**src/rtl/reg_file_mp.sv**
```systemverilog
// reg_file_mp: dual-write, NRD-read register file that clears itself with a one-register-per-cycle sweep after reset.
// Define REG_FILE_BYPASS_EN to forward same-cycle write data to matching reads.
module reg_file_mp #(
  parameter int XLEN = 64,
  parameter int NREG = 32,
  parameter int AW   = 5,
  parameter int NRD  = 2
) (
  input  logic                 clk,
  input  logic                 rstn,
  input  logic [NRD*AW-1:0]    r_addr,
  output logic [NRD*XLEN-1:0]  r_data,
  input  logic                 w0_en,
  input  logic [AW-1:0]        w0_addr,
  input  logic [XLEN-1:0]      w0_data,
  input  logic                 w1_en,
  input  logic [AW-1:0]        w1_addr,
  input  logic [XLEN-1:0]      w1_data,
  output logic                 ready
);
  typedef enum logic {INIT, RUN} state_t;
  state_t          r_state;
  logic [AW-1:0]   r_cnt;
  logic            r_ready;
  logic [XLEN-1:0] r_mem [NREG];
  logic            w_run, w_we0, w_we1;
  assign w_run = r_state == RUN;
  assign w_we0 = w_run && w0_en && w0_addr != '0 && int'(w0_addr) < NREG;
  assign w_we1 = w_run && w1_en && w1_addr != '0 && int'(w1_addr) < NREG;
  assign ready = r_ready;
  always_ff @(posedge clk or negedge rstn) begin
    if (!rstn) begin
      r_state <= INIT;
      r_cnt   <= '0;
      r_ready <= 1'b0;
    end else if (r_state == INIT) begin
      r_cnt <= r_cnt + 1'b1;
      if (int'(r_cnt) == NREG - 1) begin
        r_state <= RUN;
        r_ready <= 1'b1;
      end
    end
  end
  // Storage has no reset; w1 is written last so it wins on an address collision.
  always_ff @(posedge clk) begin
    if (rstn) begin
      if (!w_run) r_mem[r_cnt] <= '0;
      else begin
        if (w_we0) r_mem[w0_addr] <= w0_data;
        if (w_we1) r_mem[w1_addr] <= w1_data;
      end
    end
  end
  for (genvar k = 0; k < NRD; k++) begin : g_rd
    logic [AW-1:0] w_a;
    logic          w_ok;
    assign w_a  = r_addr[k*AW +: AW];
    assign w_ok = w_run && w_a != '0 && int'(w_a) < NREG;
`ifdef REG_FILE_BYPASS_EN
    assign r_data[k*XLEN +: XLEN] = !w_ok ? '0 :
                                    (w_we1 && w1_addr == w_a) ? w1_data :
                                    (w_we0 && w0_addr == w_a) ? w0_data : r_mem[w_a];
`else
    assign r_data[k*XLEN +: XLEN] = w_ok ? r_mem[w_a] : '0;
`endif
  end
endmodule

```
**config.mk**
```make
export PLATFORM = sky130hd
export DESIGN_NAME = reg_file_mp
export DESIGN_NICKNAME = d
export VERILOG_FILES = /design/src/rtl/reg_file_mp.sv
export SDC_FILE = /design/constraint.sdc
export NUM_CORES = 2
export LEC_CHECK = 0
export CAP_MARGIN = 30
export CORE_ASPECT_RATIO = 1.4
export CORE_UTILIZATION = 45
export DETAILED_ROUTE_END_ITERATION = 16
export GPL_ROUTABILITY_DRIVEN = 0
export PLACE_DENSITY = 0.66
export SYNTH_ARGS = -nofsm -noshare
export SYNTH_HDL_FRONTEND = slang
export SYNTH_SLANG_ARGS = --single-unit
```
**constraint.sdc**
```tcl
create_clock -name clk -period 8.2 [get_ports clk]
set_clock_uncertainty 0.15 [all_clocks]
set_input_delay 1.23 -clock clk [delete_from_list [all_inputs] [get_ports clk]]
set_output_delay 1.23 -clock clk [all_outputs]
set_load 0.01 [all_outputs]
```
### Where the registers sit

(1 px per um) Other sequential cells in the stronger grey, the rest of the logic in the fainter grey.
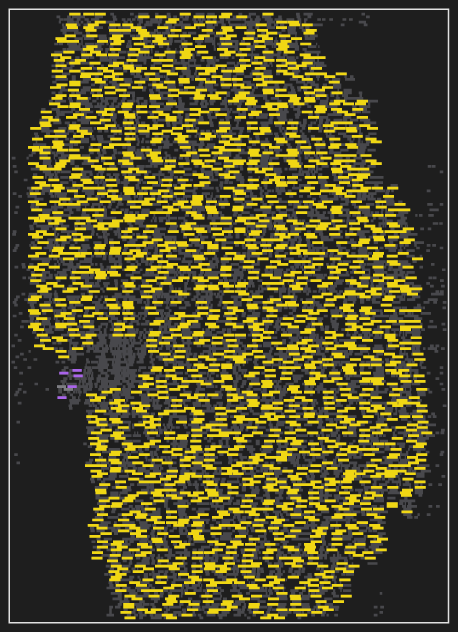
Purple is `r_cnt`, flops 5, where west. Yellow is `r_mem`, flops 2048, where spread over the die.
Another 2 sequential cells are not coloured.

### Signal wires by layer

(1 px per um)
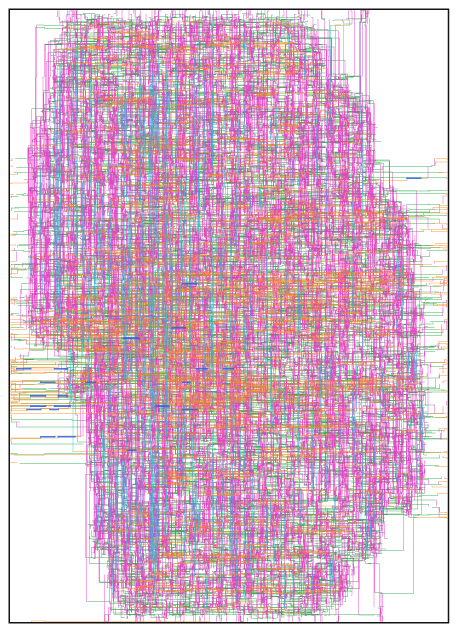
Magenta is metal 2, wire length 208 mm. Orange is metal 3, wire length 50.5 mm. Cyan is metal 4, wire length 28.9 mm. Blue is metal 5, wire length 276 um. Green is metal 1, wire length 155 mm.
final WL: 443000 um
DR WL/cell: 40.2 um
routed vias: 79100
gr usage total: 32.2%

==> GITHUB_STEP_SUMMARY <==
## Implementation flow summary

| Metric | Value |
|---|---|
| Status | `finished with violations` |
| Failing checks | `design-rule violations` |
| Mapped Area | `about 120000 um2` |
| Chip Width | `438 um` |
| Clock group share of total power | `39.9%` |
| Initial Util | `45.3%` |
| Flops after synth | `2055` |
| Cell Area, Placed | `126000 um2` |
| Yosys Instances | `7587` |
| Startpoint Class | `input port` |
| EDFF count, synth | `2048` |
| # resized after CTS | `0` |
| Drt via density | `between 7 and 8` |
| Root Driver | `clkbuf_16` |
| Placeable core region | `264000 um2` |
| Tool warning count | `26` |
| Ys Warns | `0` |
| Area leader share | `between 50% and 60%` |
| # IOs | `281` |
| Syn Area/Cell | `between 15 and 20 um2` |
| Chip Footprint | `268000 um2` |
| Syn Inst Count | `7587` |
| CTS Buffer Depth | `4` |
| Port buffer count | `280` |
| DRC | `34` |
| RSZ-0062 raised after global routing | `false` |
| Hold WS | `approximately 0.35 ns` |
| Post-synth top cells | `2048 x edfxtp_1, 1981 x mux2_2, 767 x mux4_2, 515 x mux2i_1, 414 x clkbuf_1` |
| Worst-skew pair later-pin latency | `0.88 ns` |
| CTS buffer count | `213` |
| Max cap viols | `0` |
| Met2 WL | `208000 um` |
| DP HPWL | `241000 um` |
| Switching fraction of total power | `24.7%` |
| CP required | `about 6.8 ns` |
| Layout cells sized above 1 | `between 40% and 50%` |
| Finished Layout Cells | `11000` |
| Final Hold Vio Count | `0` |
| Max-slew headroom | `between 20 and 25%` |
| Top cell excl fill/tap | `edfxtp_1` |
| Post-layout min period | `6.88 ns` |
| Combinational share of power | `10.9%` |
| Peak VDD IR | `0.000184 V` |
| Final number of setup-violating endpoints | `0` |
| Layout Utilization | `50.5%` |
| CTS tree | `yes` |
| Area Overhead vs Synth | `11.4%` |
| Top sig layer | `met5` |
| Cell area leaders | `edfxtp_1 51%, mux2_2 19%, mux4_2 14%` |
| Placed Cells incl. Taps | `10600` |
| Metal-1 WL | `155000 um` |
| GRT Residual Overflow | `0` |
| TritonCTS Sinks | `2055` |
| Setup CP Type | `in2out` |
| Yosys top cell by instances | `edfxtp_1` |
| P_sw | `about 5800 uW` |
| Register share after synthesis | `51.6%` |
| First-pass GRT wire length | `610000 um` |
| Rows | `about 220` |
| Pwr Density | `176 nW/um2` |
| Antenna violations before repair | `39` |
## power by group through the flow
stage / Combinational [uW] / Sequential, uW / Clock [uW]
3_3_place_gp: 2380 / 11800 / 0
3_5_place_dp: 2470 / 11800 / 0
2_1_floorplan: 1510 / 11800 / 0
6_report: 2550 / 11600 / 9350
5_1_grt: 2630 / 11600 / 9720
4_1_cts: 2480 / 11600 / 9400
## metrics by stage
step                worst slack [ns]  power, uW
global placement                1.73      14200
CTS                             1.66      23400
global route                    1.38      23900
detailed placement              1.67      14300
floorplan                      0.652      13300
finish                          1.32      23500
## per-layer routing
metal,track usage (%),vias up
li1,-,30600
met1,39.7,41400
met2,51.8,5578
met3,7.91,1539
met4,18.2,44
met5,0,-
## sequential cells by signal, indices dropped and copies added, names as in the netlist
signal	count
r_mem	2048
r_cnt	5
r_state	1
ready	1
## worst max-delay path: stages
cell and delay [ns]:
clkdlybuf4s50_1 1.13, nor2b_4 0.83, buf_4 0.57, a22oi_1 0.17
a31oi_1 0.23, nand4_1 0.59, clkdlybuf4s50_1 0.69
## worst paths after layout
| path | slack (ns) | startpoint | depth (start not counted) | to |
|---|---|---|---|---|
| worst max-delay path | 1.32 | r_addr[8] | 7 | r_data[120] |
| worst min-delay path | 0.35 | ready$_DFFE_PN0P_ | 1 | ready$_DFFE_PN0P_ |
| worst max register to register | 3.38 | r_state$_DFF_PN0_ | 6 | r_mem[18][38]$_DFFE_PP_ |
| worst min register to register | 0.35 | ready$_DFFE_PN0P_ | 1 | ready$_DFFE_PN0P_ |
| max in group asynchronous | 6.87 | rstn | 1 | r_cnt[4]$_DFFE_PN0N_ |
| min in group asynchronous | 0.61 | rstn | 1 | r_cnt[2]$_DFFE_PN0N_ |
## layout make-up
type / count / area [um2]
fillers: 22100 / 131000
flip-flops and latches: 2055 / 61700
multi-input cells: 4528 / 53800
repair buffers: 576 / 7050
clock buffers: 258 / 5540
well taps: 3487 / 4360
clock inverters: 113 / 769
diodes: 8 / 20.0
inverters: 3 / 11.3
## logic make-up (layout without fill, tap and decap cells)
family	Yosys count	after routing	synth area share, %
buf+inv	1004	950	4.06
compound gates	686	686	4.28
fa+ha+maj	2	2	0.0209
xor+xnor	3	3	0.0220
mux	3268	3268	37.5
other cells	0	8	0
simple gates	569	569	2.60
flops	2055	2055	51.6
No activity file was given, so power comes from the tool's default toggle rates.
